run_1/final_congestion.png
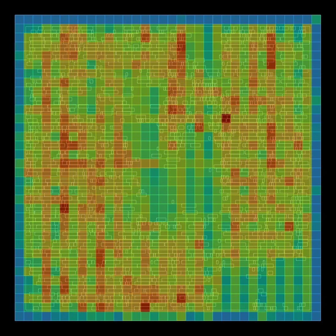
run_1/met1.png
Drawn at 2 px/um. Supply wires on this layer in grey.
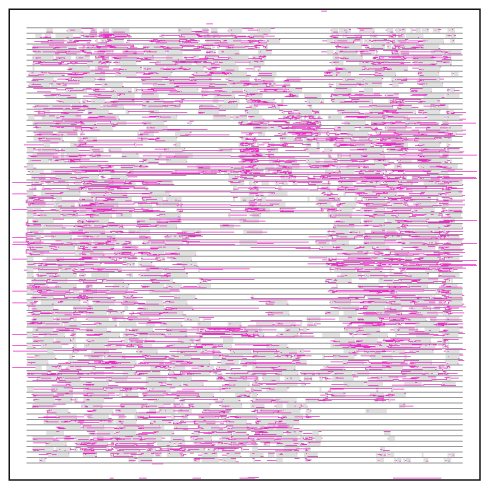
run_1/registers.png
Drawn at 2 px/um. Other sequential cells in the stronger grey, the rest of the logic in the fainter grey.
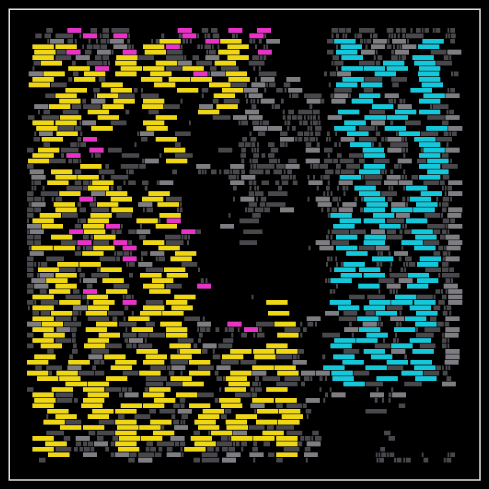
run_1/met4.png
Drawn at 2 px/um. Supply wires on this layer in grey.
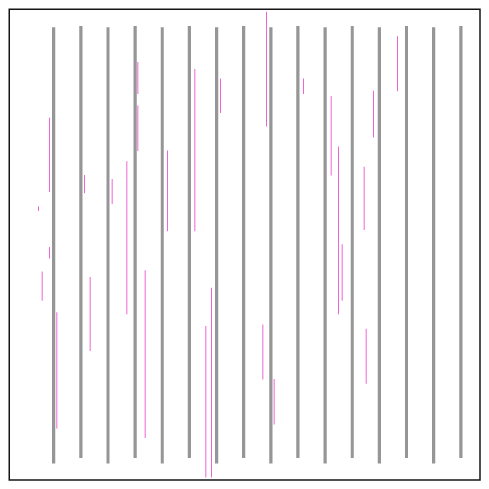
$ cat src/rtl/gcd_pkg.sv
`default_nettype none
// ============================================================================
// Module      : gcd_pkg
// Description : Shared types and constants for the GCD operand feeder.
//               Holds the sequencer state encoding, the status-word bit
//               layout and the default FIFO depth.
// Revision    : 1.0 - initial release
// ============================================================================
package gcd_pkg;

  localparam int DEFAULT_DEPTH = 4;

  typedef enum logic [1:0] {
    ST_IDLE  = 2'd0,
    ST_ISSUE = 2'd1,
    ST_WAIT  = 2'd2,
    ST_STORE = 2'd3
  } state_t;

  // Status word layout (all other bits read as zero)
  localparam int c_stat_opcnt_lsb  = 0;
  localparam int c_stat_rescnt_lsb = 5;
  localparam int c_stat_cnt_w      = 5;
  localparam int c_stat_busy_bit   = 10;
  localparam int c_stat_ovf_bit    = 11;
  localparam int c_stat_udf_bit    = 12;

endpackage
`default_nettype wire

$ cat src/rtl/gcd_operand_feeder_if.sv
`default_nettype none
// ============================================================================
// Module      : gcd_operand_feeder_if
// Description : Bus bundle for the GCD operand feeder.
//   avs_s0_*  : operand-A holding register write
//   avs_s1_*  : operand-B write, pushes {A_hold, B}
//   avs_s2_*  : result FIFO pop, registered readdata
//   avs_s3_*  : status read, registered readdata
//   gcd_*     : operands/start to and done/result from the GCD engine
//   slave modport = feeder view, master modport = host/engine view.
// Revision    : 1.0 - initial release
// ============================================================================
interface gcd_operand_feeder_if;
  logic        avs_s0_write;
  logic [31:0] avs_s0_writedata;
  logic        avs_s1_write;
  logic [31:0] avs_s1_writedata;
  logic        avs_s2_read;
  logic [31:0] avs_s2_readdata;
  logic        avs_s3_read;
  logic [31:0] avs_s3_readdata;
  logic [31:0] gcd_a;
  logic [31:0] gcd_b;
  logic        gcd_start;
  logic        gcd_done;
  logic [31:0] gcd_result;

  modport slave (
    input  avs_s0_write, avs_s0_writedata, avs_s1_write, avs_s1_writedata,
    input  avs_s2_read, avs_s3_read, gcd_done, gcd_result,
    output avs_s2_readdata, avs_s3_readdata, gcd_a, gcd_b, gcd_start
  );

  modport master (
    output avs_s0_write, avs_s0_writedata, avs_s1_write, avs_s1_writedata,
    output avs_s2_read, avs_s3_read, gcd_done, gcd_result,
    input  avs_s2_readdata, avs_s3_readdata, gcd_a, gcd_b, gcd_start
  );
endinterface
`default_nettype wire

$ cat src/rtl/gcd_fifo.sv
`default_nettype none
// ============================================================================
// Module      : gcd_fifo
// Description : Synchronous FIFO with registered storage and first-word
//               fall-through head. A push while full is accepted when a pop
//               happens in the same cycle.
//   clk, rst        : clock, synchronous active-high reset
//   i_push, i_wdata : write request and data
//   i_pop           : read request (ignored when empty)
//   o_rdata         : current head entry
//   o_full, o_empty, o_count : occupancy (count spans 0..DEPTH)
// Revision    : 1.0 - initial release
// ============================================================================
module gcd_fifo #(
  parameter int WIDTH = 32,
  parameter int DEPTH = 4,
  localparam int AW = $clog2(DEPTH),
  localparam int CW = AW + 1
) (
  input  logic             clk,
  input  logic             rst,
  input  logic             i_push,
  input  logic [WIDTH-1:0] i_wdata,
  input  logic             i_pop,
  output logic [WIDTH-1:0] o_rdata,
  output logic             o_full,
  output logic             o_empty,
  output logic [CW-1:0]    o_count
);

  logic [WIDTH-1:0] r_mem [DEPTH];
  logic [AW-1:0]    r_wr_ptr;
  logic [AW-1:0]    r_rd_ptr;
  logic [CW-1:0]    r_count;
  logic             w_do_push;
  logic             w_do_pop;

  assign o_empty   = (r_count == '0);
  assign o_full    = (r_count == CW'(DEPTH));
  assign w_do_pop  = i_pop && !o_empty;
  assign w_do_push = i_push && (!o_full || w_do_pop);
  assign o_rdata   = r_mem[r_rd_ptr];
  assign o_count   = r_count;

  // Pointers are exactly log2(DEPTH) wide, so they wrap naturally.
  always_ff @(posedge clk) begin
    if (rst) begin
      r_wr_ptr <= '0;
      r_rd_ptr <= '0;
      r_count  <= '0;
    end else begin
      if (w_do_push) r_wr_ptr <= r_wr_ptr + 1'b1;
      if (w_do_pop)  r_rd_ptr <= r_rd_ptr + 1'b1;
      case ({w_do_push, w_do_pop})
        2'b10:   r_count <= r_count + 1'b1;
        2'b01:   r_count <= r_count - 1'b1;
        default: r_count <= r_count;
      endcase
    end
  end

  always_ff @(posedge clk) begin
    if (w_do_push) r_mem[r_wr_ptr] <= i_wdata;
  end

endmodule
`default_nettype wire

$ cat src/rtl/gcd_operand_feeder.sv
`default_nettype none
// ============================================================================
// Module      : gcd_operand_feeder
// Description : Collects {A, B} operand pairs from a host, issues them one at
//               a time to a GCD engine and queues the results for readback.
//   csi_clk   : clock, rising edge
//   rsi_reset : synchronous active-high reset
//   bus       : host ports s0 (A), s1 (B/push), s2 (result pop),
//               s3 (status) and the engine operand/start/done/result ports
// Revision    : 1.0 - initial release
// ============================================================================
module gcd_operand_feeder
  import gcd_pkg::*;
#(
  parameter int DEPTH = DEFAULT_DEPTH
) (
  input  logic                  csi_clk,
  input  logic                  rsi_reset,
  gcd_operand_feeder_if.slave   bus
);

  localparam int CW = $clog2(DEPTH) + 1;

  state_t      r_state;
  state_t      w_state_next;
  logic [31:0] r_a_hold;
  logic [31:0] r_result;
  logic [31:0] r_gcd_a;
  logic [31:0] r_gcd_b;
  logic        r_gcd_start;
  logic [31:0] r_s2_rdata;
  logic [31:0] r_s3_rdata;
  logic        r_ovf;
  logic        r_udf;

  logic          w_launch;
  logic          w_op_pop;
  logic          w_capture;
  logic          w_res_push;
  logic [63:0]   w_op_head;
  logic          w_op_full;
  logic          w_op_empty;
  logic [CW-1:0] w_op_count;
  logic [31:0]   w_res_head;
  logic          w_res_full;
  logic          w_res_empty;
  logic [CW-1:0] w_res_count;
  logic          w_res_pop;
  logic          w_ovf_set;
  logic          w_udf_set;
  logic [31:0]   w_status;

  // The old A_hold is pushed even when s0 is written in the same cycle.
  gcd_fifo #(.WIDTH(64), .DEPTH(DEPTH)) u_op_fifo (
    .clk     (csi_clk),
    .rst     (rsi_reset),
    .i_push  (bus.avs_s1_write),
    .i_wdata ({r_a_hold, bus.avs_s1_writedata}),
    .i_pop   (w_op_pop),
    .o_rdata (w_op_head),
    .o_full  (w_op_full),
    .o_empty (w_op_empty),
    .o_count (w_op_count)
  );

  gcd_fifo #(.WIDTH(32), .DEPTH(DEPTH)) u_res_fifo (
    .clk     (csi_clk),
    .rst     (rsi_reset),
    .i_push  (w_res_push),
    .i_wdata (r_result),
    .i_pop   (w_res_pop),
    .o_rdata (w_res_head),
    .o_full  (w_res_full),
    .o_empty (w_res_empty),
    .o_count (w_res_count)
  );

  assign w_res_pop = bus.avs_s2_read && !w_res_empty;
  assign w_udf_set = bus.avs_s2_read && w_res_empty;
  assign w_ovf_set = bus.avs_s1_write && w_op_full && !w_op_pop;

  always_ff @(posedge csi_clk) begin
    if (rsi_reset) r_state <= ST_IDLE;
    else           r_state <= w_state_next;
  end

  // Only one pair is ever in flight, so in IDLE no result slot is reserved
  // and "result FIFO not full" is enough to guarantee the STORE push.
  always_comb begin
    w_state_next = r_state;
    w_launch     = 1'b0;
    w_op_pop     = 1'b0;
    w_capture    = 1'b0;
    w_res_push   = 1'b0;
    case (r_state)
      ST_IDLE: begin
        if (!w_op_empty && !w_res_full) begin
          w_launch     = 1'b1;
          w_state_next = ST_ISSUE;
        end
      end
      ST_ISSUE: begin
        w_op_pop     = 1'b1;
        w_state_next = ST_WAIT;
      end
      ST_WAIT: begin
        if (bus.gcd_done) begin
          w_capture    = 1'b1;
          w_state_next = ST_STORE;
        end
      end
      ST_STORE: begin
        w_res_push   = 1'b1;
        w_state_next = ST_IDLE;
      end
      default: w_state_next = ST_IDLE;
    endcase
  end

  always_comb begin
    w_status = '0;
    w_status[c_stat_opcnt_lsb +: c_stat_cnt_w]  = 5'(w_op_count);
    w_status[c_stat_rescnt_lsb +: c_stat_cnt_w] = 5'(w_res_count);
    w_status[c_stat_busy_bit] = (r_state != ST_IDLE);
    w_status[c_stat_ovf_bit]  = r_ovf;
    w_status[c_stat_udf_bit]  = r_udf;
  end

  // Operands are latched from the FIFO head on launch so they are valid
  // together with the start pulse, and stay put until the next launch.
  always_ff @(posedge csi_clk) begin
    if (rsi_reset) begin
      r_a_hold    <= '0;
      r_result    <= '0;
      r_gcd_a     <= '0;
      r_gcd_b     <= '0;
      r_gcd_start <= 1'b0;
      r_s2_rdata  <= '0;
      r_s3_rdata  <= '0;
      r_ovf       <= 1'b0;
      r_udf       <= 1'b0;
    end else begin
      r_gcd_start <= w_launch;
      if (w_launch) begin
        r_gcd_a <= w_op_head[63:32];
        r_gcd_b <= w_op_head[31:0];
      end
      if (w_capture)            r_result   <= bus.gcd_result;
      if (bus.avs_s0_write)     r_a_hold   <= bus.avs_s0_writedata;
      if (bus.avs_s2_read)      r_s2_rdata <= w_res_empty ? 32'd0 : w_res_head;
      if (bus.avs_s3_read)      r_s3_rdata <= w_status;
      // Status read samples the flags first; a new event in that cycle wins.
      r_ovf <= w_ovf_set | (r_ovf & ~bus.avs_s3_read);
      r_udf <= w_udf_set | (r_udf & ~bus.avs_s3_read);
    end
  end

  assign bus.gcd_a           = r_gcd_a;
  assign bus.gcd_b           = r_gcd_b;
  assign bus.gcd_start       = r_gcd_start;
  assign bus.avs_s2_readdata = r_s2_rdata;
  assign bus.avs_s3_readdata = r_s3_rdata;

endmodule
`default_nettype wire

$ cat src/flat_wrapper.sv
// flat-port wrapper written by rule: the top's interface ports become plain ports
module gcd_operand_feeder_flat import gcd_pkg::*;
#(
  parameter int DEPTH = DEFAULT_DEPTH
)
  (csi_clk, rsi_reset, bus_avs_s0_write, bus_avs_s0_writedata, bus_avs_s1_write, bus_avs_s1_writedata, bus_avs_s2_read, bus_avs_s3_read, bus_gcd_done, bus_gcd_result, bus_avs_s2_readdata, bus_avs_s3_readdata, bus_gcd_a, bus_gcd_b, bus_gcd_start);
  gcd_operand_feeder_if bus_i ();
  input  logic csi_clk;
  input  logic rsi_reset;
  input wire logic [$bits(bus_i.avs_s0_write)-1:0] bus_avs_s0_write;
  input wire logic [$bits(bus_i.avs_s0_writedata)-1:0] bus_avs_s0_writedata;
  input wire logic [$bits(bus_i.avs_s1_write)-1:0] bus_avs_s1_write;
  input wire logic [$bits(bus_i.avs_s1_writedata)-1:0] bus_avs_s1_writedata;
  input wire logic [$bits(bus_i.avs_s2_read)-1:0] bus_avs_s2_read;
  input wire logic [$bits(bus_i.avs_s3_read)-1:0] bus_avs_s3_read;
  input wire logic [$bits(bus_i.gcd_done)-1:0] bus_gcd_done;
  input wire logic [$bits(bus_i.gcd_result)-1:0] bus_gcd_result;
  output wire logic [$bits(bus_i.avs_s2_readdata)-1:0] bus_avs_s2_readdata;
  output wire logic [$bits(bus_i.avs_s3_readdata)-1:0] bus_avs_s3_readdata;
  output wire logic [$bits(bus_i.gcd_a)-1:0] bus_gcd_a;
  output wire logic [$bits(bus_i.gcd_b)-1:0] bus_gcd_b;
  output wire logic [$bits(bus_i.gcd_start)-1:0] bus_gcd_start;
  assign bus_i.avs_s0_write = bus_avs_s0_write;
  assign bus_i.avs_s0_writedata = bus_avs_s0_writedata;
  assign bus_i.avs_s1_write = bus_avs_s1_write;
  assign bus_i.avs_s1_writedata = bus_avs_s1_writedata;
  assign bus_i.avs_s2_read = bus_avs_s2_read;
  assign bus_i.avs_s3_read = bus_avs_s3_read;
  assign bus_i.gcd_done = bus_gcd_done;
  assign bus_i.gcd_result = bus_gcd_result;
  assign bus_avs_s2_readdata = bus_i.avs_s2_readdata;
  assign bus_avs_s3_readdata = bus_i.avs_s3_readdata;
  assign bus_gcd_a = bus_i.gcd_a;
  assign bus_gcd_b = bus_i.gcd_b;
  assign bus_gcd_start = bus_i.gcd_start;
  gcd_operand_feeder #(.DEPTH(DEPTH)) u_core (.csi_clk(csi_clk), .rsi_reset(rsi_reset), .bus(bus_i));
endmodule
$ cat config.mk
export PLATFORM = sky130hd
export DESIGN_NAME = gcd_operand_feeder_flat
export DESIGN_NICKNAME = d
export VERILOG_FILES = /design/src/rtl/gcd_pkg.sv /design/src/rtl/gcd_operand_feeder_if.sv /design/src/rtl/gcd_fifo.sv /design/src/rtl/gcd_operand_feeder.sv /design/src/flat_wrapper.sv
export SDC_FILE = /design/constraint.sdc
export NUM_CORES = 1
export LEC_CHECK = 0
export CAP_MARGIN = 20
export CORE_MARGIN = 8
export CORE_UTILIZATION = 45
export DETAILED_ROUTE_END_ITERATION = 8
export DONT_BUFFER_PORTS = 1
export GPL_TIMING_DRIVEN = 0
export PLACE_DENSITY = 0.61
export SYNTH_ARGS = -nofsm -noshare
export SYNTH_HDL_FRONTEND = slang
export SYNTH_SLANG_ARGS = --single-unit
$ cat constraint.sdc
create_clock -name csi_clk -period 4 [get_ports csi_clk]
set_input_delay 0.4 -clock csi_clk [delete_from_list [all_inputs] [get_ports csi_clk]]
set_output_delay 0.4 -clock csi_clk [all_outputs]
set_load 0.05 [all_outputs]
==> impl_metrics.csv, run 1 <==
group,metric,value,unit
routing,met1_length,18640,um
power_and_ir_drop,top_power_group,"registers",
power_and_ir_drop,power.share.sequential,50.1,%
clocking,post_cts_buffers,0,
clocking,cts-resized-gates,0,
routing,drtAntennaViolNets,0,
final_timing,min_period,2.656,ns
clocking,clk_pin_slew,0.06,ns
logic_synthesis,adder_share,0.9425,%
cells_and_area,top_register,"u_core.u_op_fifo.r_mem",
global_routing,grt_remaining_overflow,0,
floorplan,die_y,234.6,um
logic_synthesis,top_area_cell,"edfxtp_1",
setup_path,reg2reg_depth,6,
final_timing,setup_violations,0,
setup_path,slowest_delay,0.68,ns
clocking,clock_latency,0.61,ns
global_routing,antenna_found_initial,5,
logic_synthesis,synth-xor-area-share,0.3665,%
cells_and_area,drive_gt1_share,24.14,%
worst_hold_path,worstHoldStart,"rsi_reset",
cells_and_area,logic_area,5538,um^2
power_and_ir_drop,p_clk_share,34.3,%
global_routing,grt_pass1_vias,11830,
final_timing,final_hold_viol_count,0,
final_timing,fin_ws,1.344,ns
setup_path,cp.depth,6,
power_and_ir_drop,vdd_drop_max,0.3930,mV
worst_hold_path,hold_end,"u_core.u_op_fifo.o_count[2]",
cells_and_area,final_common_cell,"edfxtp_1",
logic_synthesis,ys_types,52,
clocking,cts-root-buf,"clkbuf_16",
global_routing,grt_start_max_net_pins,54,
logic_synthesis,syn-cell-area,21510,um^2
final_timing,slew_violations,0,
logic_synthesis,ys_cells,1334,
place,dp_slack,1.307,ns
logic_synthesis,common_cells,"edfxtp_1 (384), dfxtp_1 (190), nand2_1 (139)",
setup_path,endpoint_kind,"flop",
setup_path,critPathRequiredTime,4.33,ns
logic_synthesis,netlist_instances,1334,
place,placed_cells,1979,
setup_path,worst_setup_path_endpoint,"u_core.u_op_fifo.r_mem[2][57]",
power_and_ir_drop,p_clk,5.39,mW
setup_path,slowest_stage,"nor4b_1",
clocking,holdBufCountCts,97,
clocking,htreeDepth,2,
floorplan,core,47450,um^2
logic_synthesis,yosys-top-cells-area,"edfxtp_1 (54%), dfxtp_1 (18%), mux4_2 (10%)",
setup_path,start_kind,"flop",
routing,wl_per_cell,21.26,um
logic_synthesis,yosys.area_share.simple,6.708,%
power_and_ir_drop,leakage,8.596,nW
setup_path,crit_path_start,"u_core.r_state[1]",
power_and_ir_drop,cellPowerDensity,616.3,nW/um^2
clocking,cts_max_path_buffers,3,
setup_path,critical-path-top-delay-family,"simple AND/OR/NAND/NOR gates",
routing,met2RoutedLength,23730,um
setup_path,path_cells,"inv_1 -> ha_1 -> nor4b_1 -> nor2_1 -> and2_4 -> buf_16",
power_and_ir_drop,p_int,11.10,mW
cells_and_area,nNetsFinal,1639,
worst_hold_path,holdPathStages,2,
logic_synthesis,synth_top_area_share,53.62,%
final_timing,rsz0062_at_grt,"false",
logic_synthesis,top_logic_kind,"multiplexers",
final_timing,holdWs,0.05077,ns
routing,first_iter_violations,589,
floorplan,core.rowCount,80,
cells_and_area,area_delta_synth_final,18.45,%
routing,routed_via_density,5.147,
setup_path,arrival,2.99,ns
routing,met3_length,3073,um
floorplan,io_pins,232,
worst_hold_path,hold_class,"input pin to flop",
clocking,clock-sinks,574,
floorplan,fp-utilization,45.33,%
job,drv_cap,0,
final_timing,tightestPinTransition,0.8661,ns
power_and_ir_drop,p_sw,4.596,mW
power_and_ir_drop,powerComb,2.44,mW
setup_path,cp_max_fo,36,
place,globalplace.congestion,0.7057,
logic_synthesis,synth.area.mux_share,12.11,%
floorplan,die-area,55040,um^2
cells_and_area,largestRegisters,"u_core.u_op_fifo.r_mem: 256 flops, u_core.u_res_fifo.r_mem: 128 flops",
setup_path,crit_type,"flop to flop",
power_and_ir_drop,power_switching_share,29.27,%
logic_synthesis,async_flop_share,0,%
cells_and_area,layout_top_cells,"edfxtp_1 (384), dfxtp_1 (190), nand2_1 (139)",
floorplan,fp.dieW,234.6,um
global_routing,grt_pass1_wl,71220,um
final_timing,fin_skew,0.02016,ns
logic_synthesis,ys_area,21510,um^2
logic_synthesis,synth-edff-count,384,
cells_and_area,largest_reg_flops,256,
cells_and_area,stdcell_count,2188,
routing,highest_layer,"met5",
job,warning_count,36,
routing,dr.pass1.iters,5,
logic_synthesis,synth-main-ff-cell,"edfxtp_1",
setup_path,cp.buffers_inverters,2,
clocking,cts_tree,"done",
logic_synthesis,synth_seq_share,71.31,%
logic_synthesis,synth_flops,574,
setup_path,ff2ff_setup_slack,1.34,ns
setup_path,r2r_end,"u_core.u_op_fifo.r_mem[2][57]",
logic_synthesis,postSynthAreaPerCell,16.12,um^2
final_timing,fmax,376.4,MHz
final_timing,finalClockPeriodUsage,66.41,%
run_status,status,"finished clean",
logic_synthesis,ys_warn_count,0,
place,dp_hpwl,29830,um
routing,drc,0,
power_and_ir_drop,power_frac_comb,15.6,%
final_timing,slew_headroom,42.26,%
logic_synthesis,synth_top_cell_by_count,"edfxtp_1",
clocking,numCtsBuffers,58,
setup_path,r2r-start,"u_core.r_state[1]",
logic_synthesis,synthAoiAreaFrac,5.155,%
place,port_buffers,0,
cells_and_area,fill_cells,3816,
## Picture notes: final_congestion.png
met3 usage: 5.185%
met2 usage: 29.31%
GRT busiest layer: met2
GRT Resource Usage Total: 16.59%

## Picture notes: met1.png
main direction	horizontal
share of all routed wire	40%
nets with wire on the layer	1561
vias: 11260
drt total wl: 46520 um
M1 GR Usage: 19.28%

## Picture notes: registers.png
colour	name in the netlist	flops
cyan	u_core.u_res_fifo.r_mem	128
magenta	u_core.bus.gcd_a	32
yellow	u_core.u_op_fifo.r_mem	256
final core occ: 53.69%
register area: 15330 um^2
fraction of area in registers: 60.20%
Sequential Power: 7.87 mW

## Picture notes: met4.png
nets with wire on the layer	13
wire length on this layer	1050 um

==> run 1: area by class of cell <==
cell class	instances	area share, %
diodes	3	0.02947
plain buffers	104	2.647
clock buffers	82	6.567
clock inverters	27	1.022
inverters	15	0.2210
multi-input cells	663	21.74
flip-flops and latches	574	60.20
well taps	615	3.021
repair buffers	105	4.558
==> run 1: per-stage QoR <==
stage | total power [mW] | instance area, um^2 | TNS [ns] | util (%)
final | 15.70 | 25470 | 0 | 53.69
after global routing | 16.33 | 25470 | 0 | 53.69
after CTS | 15.91 | 25470 | 0 | 53.68
after detailed placement | 10.41 | 22560 | 0 | 47.56
after global placement | 10.35 | 22360 | -156.95 | 47.12
after floorplan | 9.729 | 21590 | 0 | -
--- run 2 (diff from run 1) ---
Settings changed: PLACE_DENSITY 0.61 to 0.63.
Clock period 4 ns to 2.25 ns, I/O delays scaled along.
run_2/met1.png
Drawn at 2 px/um. Supply wires on this layer in grey.
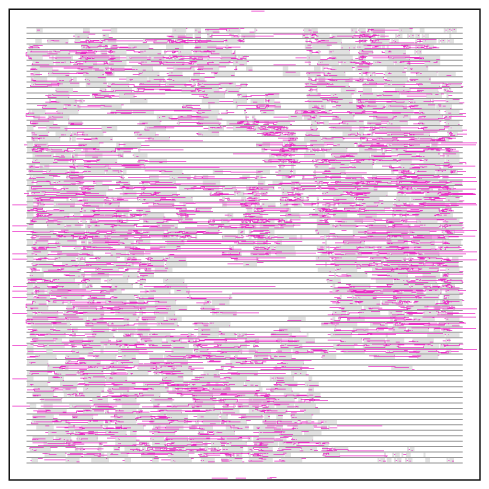
share of all routed wire	40%
nets with wire on the layer	1551
vias: 11410
drt total wl: 46980 um
M1 GR Usage: 20.00%

run_2/final_congestion.png
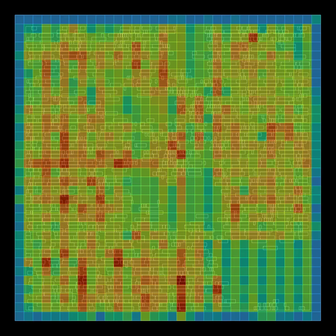
final core occ: 53.82%
average wire per standard cell: 21.37 um
met3 usage: 5.009%

==> run 2 against run 1 <==
  * The flow now finishes with violations (negative setup slack)
  * Highest routed layer unchanged
  * Sequential cell count unchanged
  * Via count increased by 1.3%
  * Fmax increased by 15%
  * Critical path type unchanged
  * Hold slack improved by 0.036 ns
==> impl_metrics.csv, run 2 <==
group,metric,value,unit
run_status,status,"finished with violations",
run_status,violations,"negative setup slack",
floorplan,core,47450,um^2
logic_synthesis,synth-edff-count,384,
logic_synthesis,ys_area,21510,um^2
final_timing,setup_violations,64,
global_routing,grt.total_usage,16.75,%
setup_path,cp.buffers_inverters,1,
floorplan,fp-utilization,45.33,%
cells_and_area,largest_reg_flops,256,
setup_path,r2r_end,"u_core.u_res_fifo.r_mem[3][13]",
clocking,cts-root-buf,"clkbuf_16",
worst_hold_path,holdPathStages,3,
final_timing,finalClockPeriodUsage,103.1,%
power_and_ir_drop,vdd_drop_max,0.7483,mV
logic_synthesis,synth_seq_share,71.31,%
clocking,cts_tree,"done",
logic_synthesis,synth_top_cell_by_count,"edfxtp_1",
setup_path,worst_setup_path_endpoint,"u_core.u_res_fifo.r_mem[3][13]",
clocking,cts_max_path_buffers,3,
setup_path,crit_path_start,"u_core.r_state[0]",
cells_and_area,seq_cells,574,
place,placed_cells,1975,
place,dp_hpwl,29730,um
floorplan,fp.dieW,234.6,um
floorplan,die_y,234.6,um
setup_path,cp.depth,4,
floorplan,taps,615,
cells_and_area,top_register,"u_core.u_op_fifo.r_mem",
final_timing,min_period,2.320,ns
final_timing,fmax,431.1,MHz
floorplan,io_pins,232,
cells_and_area,num-multi-input-gates,665,
place,dp_slack,-0.5275,ns
global_routing,antenna_found_initial,6,
setup_path,reg2reg_depth,4,
worst_hold_path,worstHoldStart,"bus_avs_s0_write",
setup_path,slowest_stage,"and2_2",
final_timing,final_hold_viol_count,0,
power_and_ir_drop,pg_seq,14.0,mW
clocking,htreeDepth,2,
clocking,clk_pin_slew,0.06,ns
logic_synthesis,postSynthAreaPerCell,16.12,um^2
routing,routed_via_density,5.191,
final_timing,fin_tns_setup,-2.575,ns
routing,first_iter_violations,603,
final_timing,fin_ws,-0.06987,ns
clocking,numCtsBuffers,57,
worst_hold_path,hold_class,"input pin to flop",
setup_path,arrival,2.53,ns
cells_and_area,largest_class,"flip-flops and latches",
cells_and_area,final_area,25540,um^2
power_and_ir_drop,power.share.sequential,50.1,%
worst_hold_path,hold_end,"u_core.r_a_hold[31]",
cells_and_area,inverters,15,
logic_synthesis,synth_flops,574,
logic_synthesis,synth-main-ff-cell,"edfxtp_1",
power_and_ir_drop,top_power_group,"registers",
global_routing,grt_pass1_vias,11770,
power_and_ir_drop,p_int,19.75,mW
logic_synthesis,common_cells,"edfxtp_1 (384), dfxtp_1 (190), nand2_1 (139)",
final_timing,tightestPinTransition,0.9156,ns
cells_and_area,nNetsFinal,1646,
power_and_ir_drop,leakage,8.623,nW
final_timing,fin_skew,0.03218,ns
power_and_ir_drop,power_switching_share,29.34,%
power_and_ir_drop,power_frac_comb,15.7,%
logic_synthesis,ys_types,52,
power_and_ir_drop,p_clk,9.57,mW
setup_path,crit_type,"flop to flop",
logic_synthesis,yosys-top-cells-area,"edfxtp_1 (54%), dfxtp_1 (18%), mux4_2 (10%)",
global_routing,grt_start_max_net_pins,52,
global_routing,grt_remaining_overflow,0,
power_and_ir_drop,cellPowerDensity,1095,nW/um^2
logic_synthesis,async_flop_share,0,%
cells_and_area,area_delta_synth_final,18.74,%
routing,drc,0,
power_and_ir_drop,p_sw,8.202,mW
cells_and_area,final_common_cell,"edfxtp_1",
cells_and_area,n_all_buffers,215,
setup_path,endpoint_kind,"flop",
floorplan,core.rowCount,80,
logic_synthesis,synth_top_area_share,53.62,%
cells_and_area,layout_top_cells,"edfxtp_1 (384), dfxtp_1 (190), nand2_1 (139)",
place,globalplace.congestion,0.6977,
cells_and_area,largestRegisters,"u_core.u_op_fifo.r_mem: 256 flops, u_core.u_res_fifo.r_mem: 128 flops",
final_timing,slew_violations,0,
run_2/met4.png
Drawn at 2 px/um. Supply wires on this layer in grey.
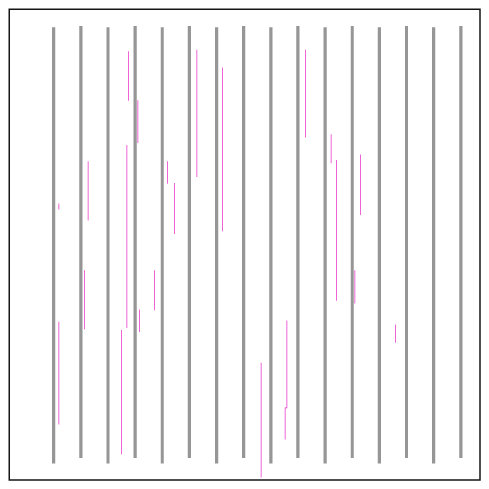
longest straight run	91.1 um
main direction	vertical
nets with wire on the layer	9
share of all routed wire	1.8%
wire length on this layer	822 um

[run 2: per-layer routing]
metal  wire length, um  track usage [%]
met3              3443            5.009
met5                12                0
met1             18960            20.00
met4               822            4.190
met2             23740            29.43
[run 2: cells by family (layout without fill, tap and decap cells)]
family / Yosys count / after routing / synth area share [%]
simple gates: 320 / 322 / 6.708
mux: 140 / 140 / 12.11
buf+inv: 119 / 338 / 3.398
flops: 574 / 574 / 71.31
xor+xnor: 9 / 9 / 0.3665
compound gates: 156 / 156 / 5.155
fa+ha+maj: 15 / 15 / 0.9425
other cells: 1 / 29 / 0.01744
[run 2: repair_timing]
action                     CTS  global route
hold buffers               102             0
setup endpoints to repair  385           118
hold endpoints to repair   197             0
resized                      7             1
cloned                       2             0
pin swaps                    3             1
setup buffers                4             1
--- run 3 (diff from run 2) ---
Settings changed: SLEW_MARGIN from default to 10.
run_3/registers.png
Drawn at 2 px/um. Other sequential cells in the stronger grey, the rest of the logic in the fainter grey.
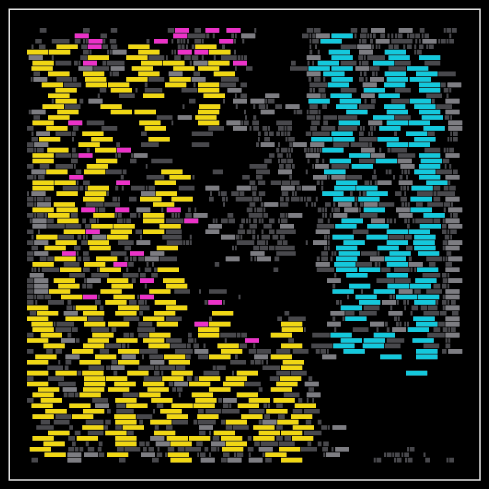
colour	name in the netlist	flops
yellow	u_core.u_op_fifo.r_mem	256
cyan	u_core.u_res_fifo.r_mem	128
magenta	u_core.bus.gcd_a	32
Sequential Power: 14.0 mW
fraction of area in registers: 59.71%
final core occ: 54.13%

run_3/final_congestion.png
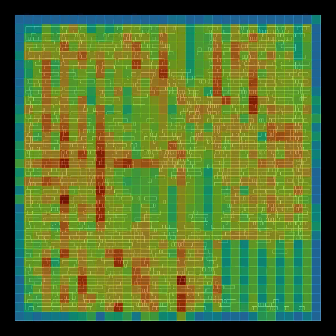
met3 usage: 5.138%
GRT Resource Usage Total: 17.10%

==> run 3 against run 2 <==
  * The flow now finishes without violations
  * Final cell count is 0.36% higher
  * Power is essentially flat
  * Critical path depth grew 1
  * Clock-buffer cell count grew 4
  * Combinational power grew 1%
  * Global-route usage up 0.35 points
  * Sequential cell count is the same
  * Final area up 0.57%
  * Largest power group unchanged
  * Highest routed layer unchanged
==> impl_metrics.csv, run 3 <==
group,metric,value,unit
floorplan,die_y,234.6,um
global_routing,grt_start_max_net_pins,47,
worst_hold_path,hold_end,"u_core.u_res_fifo.o_count[1]",
global_routing,antenna_found_initial,6,
logic_synthesis,synth-main-ff-cell,"edfxtp_1",
logic_synthesis,adder_share,0.9425,%
cells_and_area,nNetsFinal,1656,
setup_path,slowest_stage,"and2_2",
logic_synthesis,yosys.area_share.simple,6.708,%
final_timing,rsz0062_at_grt,"true",
global_routing,grt_pass1_vias,11890,
logic_synthesis,ys_area,21510,um^2
power_and_ir_drop,top_power_group,"registers",
final_timing,final_hold_viol_count,0,
routing,highest_layer,"met5",
power_and_ir_drop,p_clk,9.49,mW
power_and_ir_drop,vdd_drop_max,0.7633,mV
logic_synthesis,synth_flops,574,
routing,met2RoutedLength,24140,um
job,warning_count,38,
final_timing,finalClockPeriodUsage,97.00,%
cells_and_area,largest_reg_flops,256,
logic_synthesis,netlist_instances,1334,
logic_synthesis,common_cells,"edfxtp_1 (384), dfxtp_1 (190), nand2_1 (139)",
final_timing,setup_violations,0,
logic_synthesis,ys_types,52,
run_status,status,"finished clean",
final_timing,slew_violations,0,
floorplan,core.rowCount,80,
routing,first_iter_violations,670,
final_timing,min_period,2.183,ns
setup_path,crit_type,"flop to flop",
job,drv_cap,0,
power_and_ir_drop,p_sw,8.242,mW
power_and_ir_drop,p_clk_share,34.0,%
logic_synthesis,yosys-top-cells-area,"edfxtp_1 (54%), dfxtp_1 (18%), mux4_2 (10%)",
setup_path,ff2ff_setup_slack,0.07,ns
global_routing,use_met2,29.56,%
power_and_ir_drop,cellPowerDensity,1088,nW/um^2
logic_synthesis,syn-cell-area,21510,um^2
routing,met1_length,19470,um
logic_synthesis,synth-xor-area-share,0.3665,%
setup_path,r2r_end,"u_core.u_res_fifo.r_mem[1][11]",
clocking,clk_pin_slew,0.06,ns
place,globalplace.congestion,0.6977,
final_timing,tightestPinTransition,0.9279,ns
global_routing,grt_remaining_overflow,0,
floorplan,core,47450,um^2
setup_path,r2r-start,"u_core.r_state[0]",
logic_synthesis,synth_top_cell_by_count,"edfxtp_1",
setup_path,cp.depth,5,
worst_hold_path,worstHoldStart,"bus_avs_s2_read",
clocking,cts-root-buf,"clkbuf_16",
logic_synthesis,synthAoiAreaFrac,5.155,%
setup_path,arrival,2.48,ns
logic_synthesis,synth-edff-count,384,
logic_synthesis,synth.area.mux_share,12.11,%
setup_path,path_cells,"ha_1 -> buf_2 -> o31a_1 -> and2_2 -> buf_16",
setup_path,reg2reg_depth,5,
routing,routed_via_density,5.189,
final_timing,fin_skew,0.02345,ns
power_and_ir_drop,power.share.sequential,50.1,%
clocking,clock-sinks,574,
clocking,htreeDepth,2,
floorplan,die-area,55040,um^2
clocking,numCtsBuffers,57,
logic_synthesis,top_area_cell,"edfxtp_1",
cells_and_area,largestRegisters,"u_core.u_op_fifo.r_mem: 256 flops, u_core.u_res_fifo.r_mem: 128 flops",
cells_and_area,layout_top_cells,"edfxtp_1 (384), dfxtp_1 (190), nand2_1 (139)",
cells_and_area,stdcell_count,2206,
floorplan,io_pins,232,
place,placed_cell_area,22580,um^2
setup_path,cp_max_fo,17,
setup_path,worst_setup_path_endpoint,"u_core.u_res_fifo.r_mem[1][11]",
clocking,cts_max_path_buffers,3,
routing,dr.pass1.iters,5,
clocking,cts_tree,"done",
floorplan,fp.dieW,234.6,um
power_and_ir_drop,leakage,8.700,nW
cells_and_area,drive_gt1_share,25.14,%
power_and_ir_drop,power_frac_comb,15.9,%
routing,drtAntennaViolNets,0,
worst_hold_path,holdPathStages,5,
logic_synthesis,ys_warn_count,0,
setup_path,cp.buffers_inverters,2,
power_and_ir_drop,power_switching_share,29.50,%
setup_path,slowest_delay,0.51,ns
floorplan,fp-utilization,45.33,%
place,port_buffers,0,
clocking,clock_latency,0.61,ns
worst_hold_path,hold_class,"input pin to flop",
logic_synthesis,synth_top_area_share,53.62,%
cells_and_area,top_register,"u_core.u_op_fifo.r_mem",
global_routing,grt-busiest-layer,"met2",
cells_and_area,area_delta_synth_final,19.41,%
clocking,post_cts_buffers,8,
logic_synthesis,synth_seq_share,71.31,%
logic_synthesis,top_logic_kind,"multiplexers",
power_and_ir_drop,powerComb,4.45,mW
setup_path,endpoint_kind,"flop",
logic_synthesis,postSynthAreaPerCell,16.12,um^2
setup_path,start_kind,"flop",
global_routing,grt_pass1_wl,72910,um
final_timing,slew_headroom,38.14,%
clocking,cts-resized-gates,5,
logic_synthesis,ys_cells,1334,
place,dp_hpwl,30070,um
setup_path,critPathRequiredTime,2.55,ns
power_and_ir_drop,p_int,19.69,mW
clocking,holdBufCountCts,102,
routing,wl_per_cell,21.62,um
setup_path,critical-path-top-delay-family,"simple AND/OR/NAND/NOR gates",
routing,met3_length,3197,um
cells_and_area,final_common_cell,"edfxtp_1",
logic_synthesis,async_flop_share,0,%
final_timing,fmax,458.2,MHz
place,placed_cells,1979,
setup_path,crit_path_start,"u_core.r_state[0]",
routing,drc,0,
final_timing,holdWs,0.07260,ns
cells_and_area,final_area,25680,um^2
run_3/met1.png
Drawn at 2 px/um. Supply wires on this layer in grey.
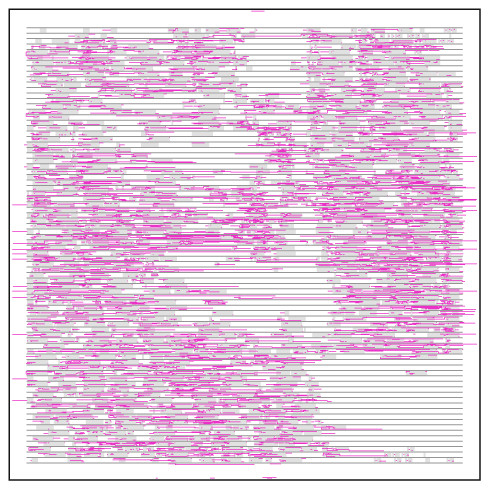
wire length on this layer	19500 um
nets with wire on the layer	1569
share of all routed wire	41%
longest straight run	71.8 um
vias: 11450
M1 GR Usage: 20.62%
drt total wl: 47680 um

-- run 3: cell counts after synthesis --
Identical to the previous run, type by type.
-- run 3: stage by stage --
stage	utilization (%)	setup WS [ns]	total power, mW	TNS (ns)
after global routing	54.12	-0.08170	29.07	-2.419
final	54.13	0.06749	27.94	0
after CTS	54.06	0.02884	28.29	0
after floorplan	-	-0.01834	17.28	-4.694
after global placement	47.13	-0.9745	18.37	-333.26
after detailed placement	47.59	-0.5330	18.51	-113.13
-- run 3: area by class of cell --
cell class | instances | area, um^2
multi-input cells | 666 | 5590
clock buffers | 83 | 1675
repair buffers | 120 | 1326
inverters | 15 | 56.30
flip-flops and latches | 574 | 15330
clock inverters | 25 | 244.0
fillers | 3881 | 21760
well taps | 615 | 769.5
plain buffers | 104 | 674.4
diodes | 4 | 10.01
Power figures rest on the tool's default switching activity, not on a simulated workload.
